### config.mk
export PLATFORM = sky130hd
export DESIGN_NAME = pulse_sequencer
export DESIGN_NICKNAME = d
export VERILOG_FILES = /design/src/rtl/pulse_sequencer.sv
export SDC_FILE = /design/constraint.sdc
export NUM_CORES = 1
export LEC_CHECK = 0
export ABC_CLOCK_PERIOD_IN_PS = 18890
export CAP_MARGIN = 20
export CORE_ASPECT_RATIO = 0.75
export CORE_MARGIN = 2
export CORE_UTILIZATION = 40
export CTS_BUF_LIST = sky130_fd_sc_hd__clkbuf_2
export CTS_CLUSTER_DIAMETER = 200
export CTS_CLUSTER_SIZE = 20
export DETAILED_ROUTE_END_ITERATION = 8
export GPL_TIMING_DRIVEN = 0
export PLACE_DENSITY_LB_ADDON = 0.2
export SYNTH_ARGS = -nofsm -noshare
export SYNTH_HDL_FRONTEND = slang
export SYNTH_SLANG_ARGS = --single-unit
### constraint.sdc
create_clock -name clock -period 18.89 [get_ports clock]
set_input_delay 1.889 -clock clock [delete_from_list [all_inputs] [get_ports clock]]
set_output_delay 1.889 -clock clock [all_outputs]
set_load 0.01 [all_outputs]
### src/rtl/pulse_sequencer.sv
// ---------------------------------------------------------------------------
// pulse_sequencer
//
// Programmable pulse-train generator. Period, high-time and burst count are
// sampled when a run is started and held for the whole run, so the control
// register block may rewrite them freely while a train is being produced.
//
// Modes (mode input, latched at start):
//   0 = continuous : periods repeat until stop
//   1 = burst      : max(burst_count,1) periods, then done
//   2 = single     : one period, then done
//   3 = single     : reserved alias of single
//
// Ports:
//   clock        system clock, all state updates on the rising edge
//   reset        synchronous, active-high reset
//   enable       advance enable; low freezes phase and remaining-period count
//   start        run request, only honoured while idle
//   stop         abort the current run (independent of enable)
//   mode         run mode, see above
//   period       period length in clock cycles (0 behaves as 1)
//   high_time    cycles the pulse is high at the start of each period
//   burst_count  periods per burst (0 behaves as 1)
//   pulse        pulse-train output
//   strobe       high on the last cycle of every period
//   busy         a run is in progress
//   done         one-cycle completion flag for burst/single runs
//
// Every output is a flop. The next-state logic also produces the next output
// values, so the outputs always agree with the state they are registered with
// and there is no path from an input straight to an output.
// ---------------------------------------------------------------------------
module pulse_sequencer #(
  parameter int CNT_W   = 32,
  parameter int BURST_W = 16
) (
  input  logic               clock,
  input  logic               reset,
  input  logic               enable,
  input  logic               start,
  input  logic               stop,
  input  logic [1:0]         mode,
  input  logic [CNT_W-1:0]   period,
  input  logic [CNT_W-1:0]   high_time,
  input  logic [BURST_W-1:0] burst_count,
  output logic               pulse,
  output logic               strobe,
  output logic               busy,
  output logic               done
);

  localparam logic [1:0] MODE_CONT  = 2'd0;
  localparam logic [1:0] MODE_BURST = 2'd1;

  localparam logic [CNT_W-1:0]   CNT_ONE   = {{(CNT_W-1){1'b0}}, 1'b1};
  localparam logic [BURST_W-1:0] BURST_ONE = {{(BURST_W-1){1'b0}}, 1'b1};

  typedef enum logic {
    IDLE = 1'b0,
    RUN  = 1'b1
  } state_t;

  // A zero period would make the wrap compare underflow; one cycle is the
  // shortest meaningful period.
  function automatic logic [CNT_W-1:0] clamp_period(input logic [CNT_W-1:0] p);
    return (p == '0) ? CNT_ONE : p;
  endfunction

  // A burst of zero periods is treated as a single period.
  function automatic logic [BURST_W-1:0] clamp_burst(input logic [BURST_W-1:0] b);
    return (b == '0) ? BURST_ONE : b;
  endfunction

  // Number of periods a run of the given mode lasts. Continuous runs never
  // consult the counter, so it is simply left at zero for them.
  function automatic logic [BURST_W-1:0] run_length(input logic [1:0]         m,
                                                    input logic [BURST_W-1:0] b);
    if (m == MODE_CONT) begin
      return '0;
    end else if (m == MODE_BURST) begin
      return clamp_burst(b);
    end else begin
      return BURST_ONE;
    end
  endfunction

  // Registered state
  state_t             state;
  logic [CNT_W-1:0]   phase;
  logic [CNT_W-1:0]   period_r;
  logic [CNT_W-1:0]   high_r;
  logic [BURST_W-1:0] remaining;
  logic [1:0]         mode_r;

  // Next-state values
  state_t             state_n;
  logic [CNT_W-1:0]   phase_n;
  logic [CNT_W-1:0]   period_n;
  logic [CNT_W-1:0]   high_n;
  logic [BURST_W-1:0] remaining_n;
  logic [1:0]         mode_n;
  logic               pulse_n;
  logic               strobe_n;
  logic               busy_n;
  logic               done_n;

  logic accept;
  logic last_phase;

  // Start is only taken when nothing is running, the block is enabled and no
  // stop is being asserted at the same time.
  assign accept     = (state == IDLE) && start && enable && !stop;
  assign last_phase = (phase == period_r - CNT_ONE);

  // ---- next-state and next-output logic ----
  always_comb begin
    state_n     = state;
    phase_n     = phase;
    period_n    = period_r;
    high_n      = high_r;
    remaining_n = remaining;
    mode_n      = mode_r;
    done_n      = 1'b0;

    if (state == IDLE) begin
      if (accept) begin
        state_n     = RUN;
        phase_n     = '0;
        period_n    = clamp_period(period);
        high_n      = high_time;
        remaining_n = run_length(mode, burst_count);
        mode_n      = mode;
      end
    end else begin
      if (stop) begin
        // Abort wins over wrap/completion and never reports done.
        state_n = IDLE;
        phase_n = '0;
      end else if (enable) begin
        if (last_phase) begin
          phase_n = '0;
          if (mode_r != MODE_CONT) begin
            if (remaining == BURST_ONE) begin
              state_n = IDLE;
              done_n  = 1'b1;
            end
            remaining_n = remaining - BURST_ONE;
          end
        end else begin
          phase_n = phase + CNT_ONE;
        end
      end
    end

    // Outputs are derived from the values about to be registered, so they
    // describe the cycle that follows the edge. period_n is never zero while
    // busy_n is set, so the strobe compare cannot underflow when it matters.
    busy_n   = (state_n == RUN);
    pulse_n  = busy_n && (phase_n < high_n);
    strobe_n = busy_n && (phase_n == period_n - CNT_ONE);
  end

  // ---- state and output registers ----
  always_ff @(posedge clock) begin
    if (reset) begin
      state     <= IDLE;
      phase     <= '0;
      period_r  <= '0;
      high_r    <= '0;
      remaining <= '0;
      mode_r    <= '0;
      pulse     <= 1'b0;
      strobe    <= 1'b0;
      busy      <= 1'b0;
      done      <= 1'b0;
    end else begin
      state     <= state_n;
      phase     <= phase_n;
      period_r  <= period_n;
      high_r    <= high_n;
      remaining <= remaining_n;
      mode_r    <= mode_n;
      pulse     <= pulse_n;
      strobe    <= strobe_n;
      busy      <= busy_n;
      done      <= done_n;
    end
  end

endmodule

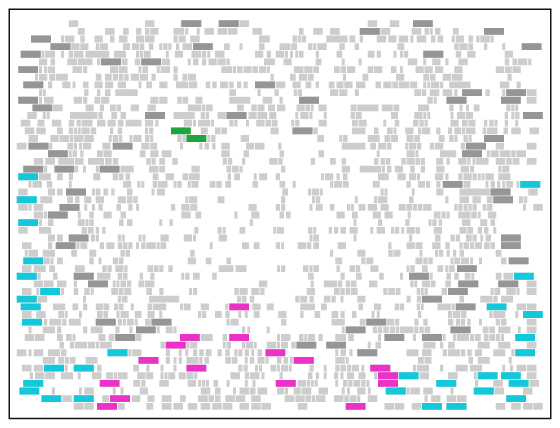
*Where the registers sit, run 1*
Other sequential cells in the stronger gray, the rest of the logic in the fainter gray.
legend:
  magenta:
    signal: remaining
    flops: 16
  green:
    signal: mode_r
    flops: 2
  cyan:
    signal: high_r
    flops: 32
not colored: 68
Seq/total area: 19.4%
Final Core Density: 46.8%
sequential cell area: 2360 um2
sequential group power: 0.260 mW

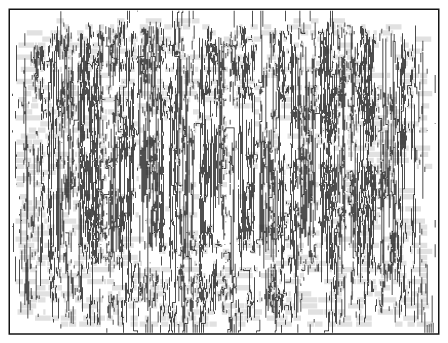
*Metal 2, run 1*
Cells faint in the background.
share of all routed wire: 39%
nets with wire on the layer: 1,335
number of vias after detailed routing: 11,900
met2 track demand over resource in global routing: 48.6%
sum of routed wire length over all layers: 50,500 um

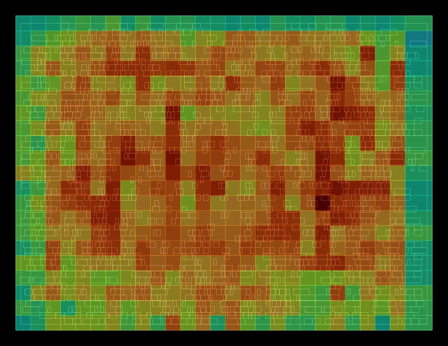
*Routing congestion, run 1*
routed wirelength normalized by instance count: 26.9 um
GR Layer Usage met1: 56.2%

==> Changelog: implementation, run 1 <==
## Implementation

* Outcome: completed
* DRC viols at 0
* Launching point of the worst reg2reg path: state
* Max IR drop VDD at 0.0389 mV
* GRT Overall Usage at 36.2%
* Post-synthesis mux area share at 6.47%
* Number of buffers added by the clock tree synthesis step at 17
* Dpl hpwl at 40,400 um
* Most area-consuming cells after synthesis: sky130_fd_sc_hd__dfxtp_1 22%, sky130_fd_sc_hd__mux2i_1 6.0%, sky130_fd_sc_hd__nor2_1 5.7%
* Setup slack of the most critical reg-to-reg path at ~8700 ps
* Hold Violations, Final at 0
* Arr. time, crit path at 12,300 ps
* Startpoint Class: primary input
* Non-filler instance count after layout at roughly 1,900
* Pre-Repair DR Iteration Count at 6
* Sink of the worst hold path: mode_r[0]
* TritonCTS clock tree: yes
* Proportion of netlist area held by the largest area contributor at approximately 22%
* Largest registers: high_r x32, period_r x32, phase x32
* Number of H-tree levels at 4
* Final worst-path setup slack at 7360 ps
* Maximum achievable frequency at roughly 0.087 GHz
* Number of antenna violations at the first check in global routing at 1
* Chip footprint at approximately 28,000 um2
* Final Cycle Share at 61.0%
* Total met3 wirelength after detailed routing at 5360 um
* Min Clock Period, post-route at 11,530 ps
* Setup repair after global routing missed its margin: no
* Sequential share of power at a little under two fifths
* Number of clock sinks at 118
* Starting density of the core at between 40% and 50%
* P_comb at 0.272 mW
* Cell leakage power at about 4.4 nW
* Met3 routing resource usage after global routing at about 7.9%
* Clock network fraction of total power at 24.9%
* Yosys warning count at 0
* Clock tree skew after final layout at 79.5 ps
* Post-cts repair resize count at 0
* Leading cell types by count after synthesis: 160 x sky130_fd_sc_hd__nor2_1, 131 x sky130_fd_sc_hd__nand2_1, 118 x sky130_fd_sc_hd__dfxtp_1
* Number of flops mapped to enable cells by yosys at 0
* Number of setup violations in the final report at 0
* Violation count after the first detailed-routing iteration at approximately 1,800
* Clock edge transition at the registers on the reported setup and hold paths at about 240 ps
* Wire length of the first global-routing pass at 73,100 um
* Number of max-slew violations in the final report at 0
* Cell-internal power at approximately 0.41 mW
* Number of logged tool warnings at 27
* Metal-1 WL at about 24,000 um
* Top logic cell by instance count in the layout: sky130_fd_sc_hd__nor2_1
* Routability cong. at 1.02
* Syn-to-layout area delta at 14.7%
* Post-synthesis sequential element count at 118
* Syn Area/Cell at 7.55 um2
* Most numerous logic cells after layout: 160 x sky130_fd_sc_hd__nor2_1, 131 x sky130_fd_sc_hd__nand2_1, 118 x sky130_fd_sc_hd__dfxtp_1
* Combinational power share at 38.4%
* Critical Setup Path Class: primary input to flop
* Via count normalized by instance count at 6.37
* Total chip power at 0.709 mW
* Biggest consumer: combinational logic
* Multi-input gate area at 7700 um2
* Hold path startpoint: mode_r[0]
* Port Buffers at 89
* Clock buffer instance count of the final layout at 18
* Clk tree area frac at about 1.9%
* XOR/XNOR share of the synthesized area at ~8.5%
* Non-clock buffer contribution to total cell area at 11.3%
* Library cells used by synthesis at 103
* Worst setup startpoint: start
* Switching Fraction at around two fifths
* Max Root-Sink Buffers at 2
* Hold crit path type: flop to flop
* Critical path depth at 23
* CTS root buf: sky130_fd_sc_hd__clkbuf_2
* Path depth of the worst reg2reg path at 22
* Non-clock buffer count in the final layout at 185
* Cell Count Post-Placement at 1,838
* Post-synthesis async set-or-reset flop share at 0%
* Post-route antenna net violation count at 0
* Flop count at 118
* Tap Count at 344
* Cell type taking the most area: logic gates
* Area fraction in full adders, half adders and majority gates at 4.25%
* Slew headroom at 21.5%
* Number of nets at the end of the flow at 1,636
* Pin count of the biggest net entering global routing at 17
* Most used cell, CP: sky130_fd_sc_hd__buf_1
* Hold-fix buffer count after cts at 0
* Psw at 0.298 mW
* Cell taking the most area after synthesis: sky130_fd_sc_hd__dfxtp_1
* Critical Path Sink: strobe
* Wire length on met2 at a little under 20,000 um
* N_diodes at 3
==> run 2: changes to the inputs <==
--- a/config.mk
+++ b/config.mk
@@ -5,7 +5,7 @@
 export SDC_FILE = /design/constraint.sdc
 export NUM_CORES = 1
 export LEC_CHECK = 0
-export ABC_CLOCK_PERIOD_IN_PS = 18890
+export ABC_CLOCK_PERIOD_IN_PS = 11500
 export CAP_MARGIN = 20
 export CORE_ASPECT_RATIO = 0.75
 export CORE_MARGIN = 2
==> constraint.sdc (replaced) <==
create_clock -name clock -period 11.5 [get_ports clock]
set_input_delay 1.15 -clock clock [delete_from_list [all_inputs] [get_ports clock]]
set_output_delay 1.15 -clock clock [all_outputs]
set_load 0.01 [all_outputs]
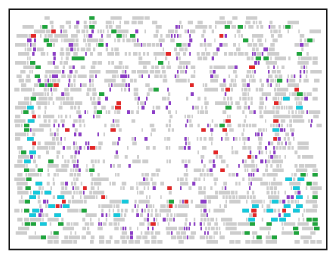
*Gate families picked out, run 2*
legend:
  cyan:
    family: adder and majority cells
    cells: 36
  purple:
    family: NAND gates
    cells: 240
    where: widely spread
  red:
    family: AND-OR and OR-AND gates
    cells: 36
    where: widely spread
  green:
    family: multiplexers
    cells: 67
    where: widely spread

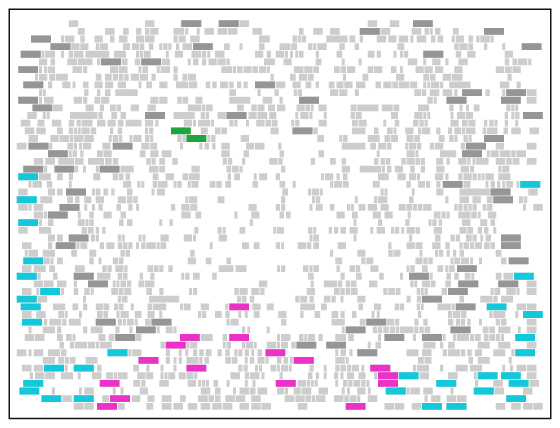
*Where the registers sit, run 2*
Other sequential cells in the stronger gray, the rest of the logic in the fainter gray.
legend:
  magenta:
    signal: remaining
    flops: 16
  green:
    signal: mode_r
    flops: 2
  cyan:
    signal: high_r
    flops: 32

==> run 2 against run 1 <==
Cell area unchanged; register-to-register slack got worse by 7400 ps; global-route usage is the same; sequential power grew 64%; clock skew did not move; worst setup slack worse by 6700 ps; combinational power increased by 64%; final cell count did not move; die size unchanged; critical path type unchanged; critical endpoint unchanged; largest power group unchanged.
==> Changelog: implementation, run 2 <==
## Implementation

* Outcome: completed
* Total chip power at 1.16 mW (+64%)
* Post-route antenna net violation count at 0 (unchanged)
* Hold path startpoint: mode_r[0]
* Critical path depth at 23 (unchanged)
* Number of logged tool warnings at 27 (unchanged)
* Starting density of the core at 40.8% (unchanged)
* Number of nets at the end of the flow at 1,636 (unchanged)
* Syn-to-layout area delta at 14.7% (unchanged)
* Setup repair after global routing missed its margin: no
* Non-clock buffer contribution to total cell area at 11.3% (unchanged)
* Wire length of the first global-routing pass at 73,100 um (unchanged)
* Final Cycle Share at a little over nine tenths
* Sequential group power at 0.427 mW (+64%)
* Hold-fix buffer count after cts at 0 (unchanged)
* Number of flops mapped to enable cells by yosys at 0 (unchanged)
* Number of H-tree levels at 4 (unchanged)
* Syn Area/Cell at 7.55 um2 (unchanged)
* Hold Violations, Final at 0 (unchanged)
* Biggest consumer: combinational logic
* Violation count after the first detailed-routing iteration at 1,757 (unchanged)
* Via count normalized by instance count at 6.37 (unchanged)
* Sequential cell area at 2360 um2 (unchanged)
* Number of buffers added by the clock tree synthesis step at 17 (unchanged)
* Leading cell types by count after synthesis: 160 x sky130_fd_sc_hd__nor2_1, 131 x sky130_fd_sc_hd__nand2_1, 118 x sky130_fd_sc_hd__dfxtp_1
* XOR/XNOR share of the synthesized area at 8.49% (unchanged)
* CTS root buf: sky130_fd_sc_hd__clkbuf_2
* Final Core Density at 46.8% (unchanged)
* Wire length on met2 at 19,600 um (unchanged)
* Pre-Repair DR Iteration Count at 6 (unchanged)
* Number of clock sinks at 118 (unchanged)
* Flop count at 118 (unchanged)
* Clock buffer instance count of the final layout at 18 (unchanged)
* Maximum achievable frequency at 0.0927 GHz
* Library cells used by synthesis at 103 (unchanged)
* Hold crit path type: flop to flop
* Met3 routing resource usage after global routing at 7.89% (unchanged)
* Routed wirelength normalized by instance count at 26.9 um (unchanged)
* Cell leakage power at 4.39 nW (unchanged)
* Yosys warning count at 0 (unchanged)
* Non-filler instance count after layout at 1,873 (unchanged)
* GR Layer Usage met1 at 56.2% (unchanged)
* Number of antenna violations at the first check in global routing at 1 (unchanged)
* Post-synthesis mux area share at 6.47% (unchanged)
* Worst setup startpoint: start
* Sink of the worst hold path: mode_r[0]
* Chip footprint at 27,800 um2 (unchanged)
* Most used cell, CP: sky130_fd_sc_hd__buf_1
* Multi-input gate area at 7700 um2 (unchanged)
* Sum of routed wire length over all layers at 50,500 um (unchanged)
* Total met3 wirelength after detailed routing at 5360 um (unchanged)
* Number of max-slew violations in the final report at 0 (unchanged)
* Seq/total area at 19.4% (unchanged)
* Clock edge transition at the registers on the reported setup and hold paths at 240 ps (about the same)
* Proportion of netlist area held by the largest area contributor at 22.3% (unchanged)
* Final worst-path setup slack at 708 ps (-6650 ps)
* Clock tree skew after final layout at 79.5 ps (unchanged)
* Arr. time, crit path at 11,560 ps (-740 ps)
* Setup slack of the most critical reg-to-reg path at 1340 ps (-7390 ps)
* Most area-consuming cells after synthesis: sky130_fd_sc_hd__dfxtp_1 22%, sky130_fd_sc_hd__mux2i_1 6.0%, sky130_fd_sc_hd__nor2_1 5.7%
* Routability cong. at 1.02 (unchanged)
* Met2 track demand over resource in global routing at 48.6% (unchanged)
* Combinational power share at 38.4% (about the same)
* Slew headroom at 21.5% (unchanged)
* Tap Count at 344 (unchanged)
* Number of vias after detailed routing at 11,900 (unchanged)
* Port Buffers at 89 (unchanged)
* Post-synthesis sequential element count at 118 (unchanged)
* Max Root-Sink Buffers at 2 (unchanged)
* TritonCTS clock tree: yes
* Clk tree area frac at 1.85% (unchanged)
* Cell taking the most area after synthesis: sky130_fd_sc_hd__dfxtp_1
* Dpl hpwl at 40,400 um (unchanged)
* Largest registers: high_r x32, period_r x32, phase x32
* Pin count of the biggest net entering global routing at 17 (unchanged)
* Max IR drop VDD at 0.0639 mV (+64%)
* Post-synthesis async set-or-reset flop share at 0% (unchanged)
* Psw at 0.489 mW (+64%)
No activity file was given, so power comes from the tool's default toggle rates.
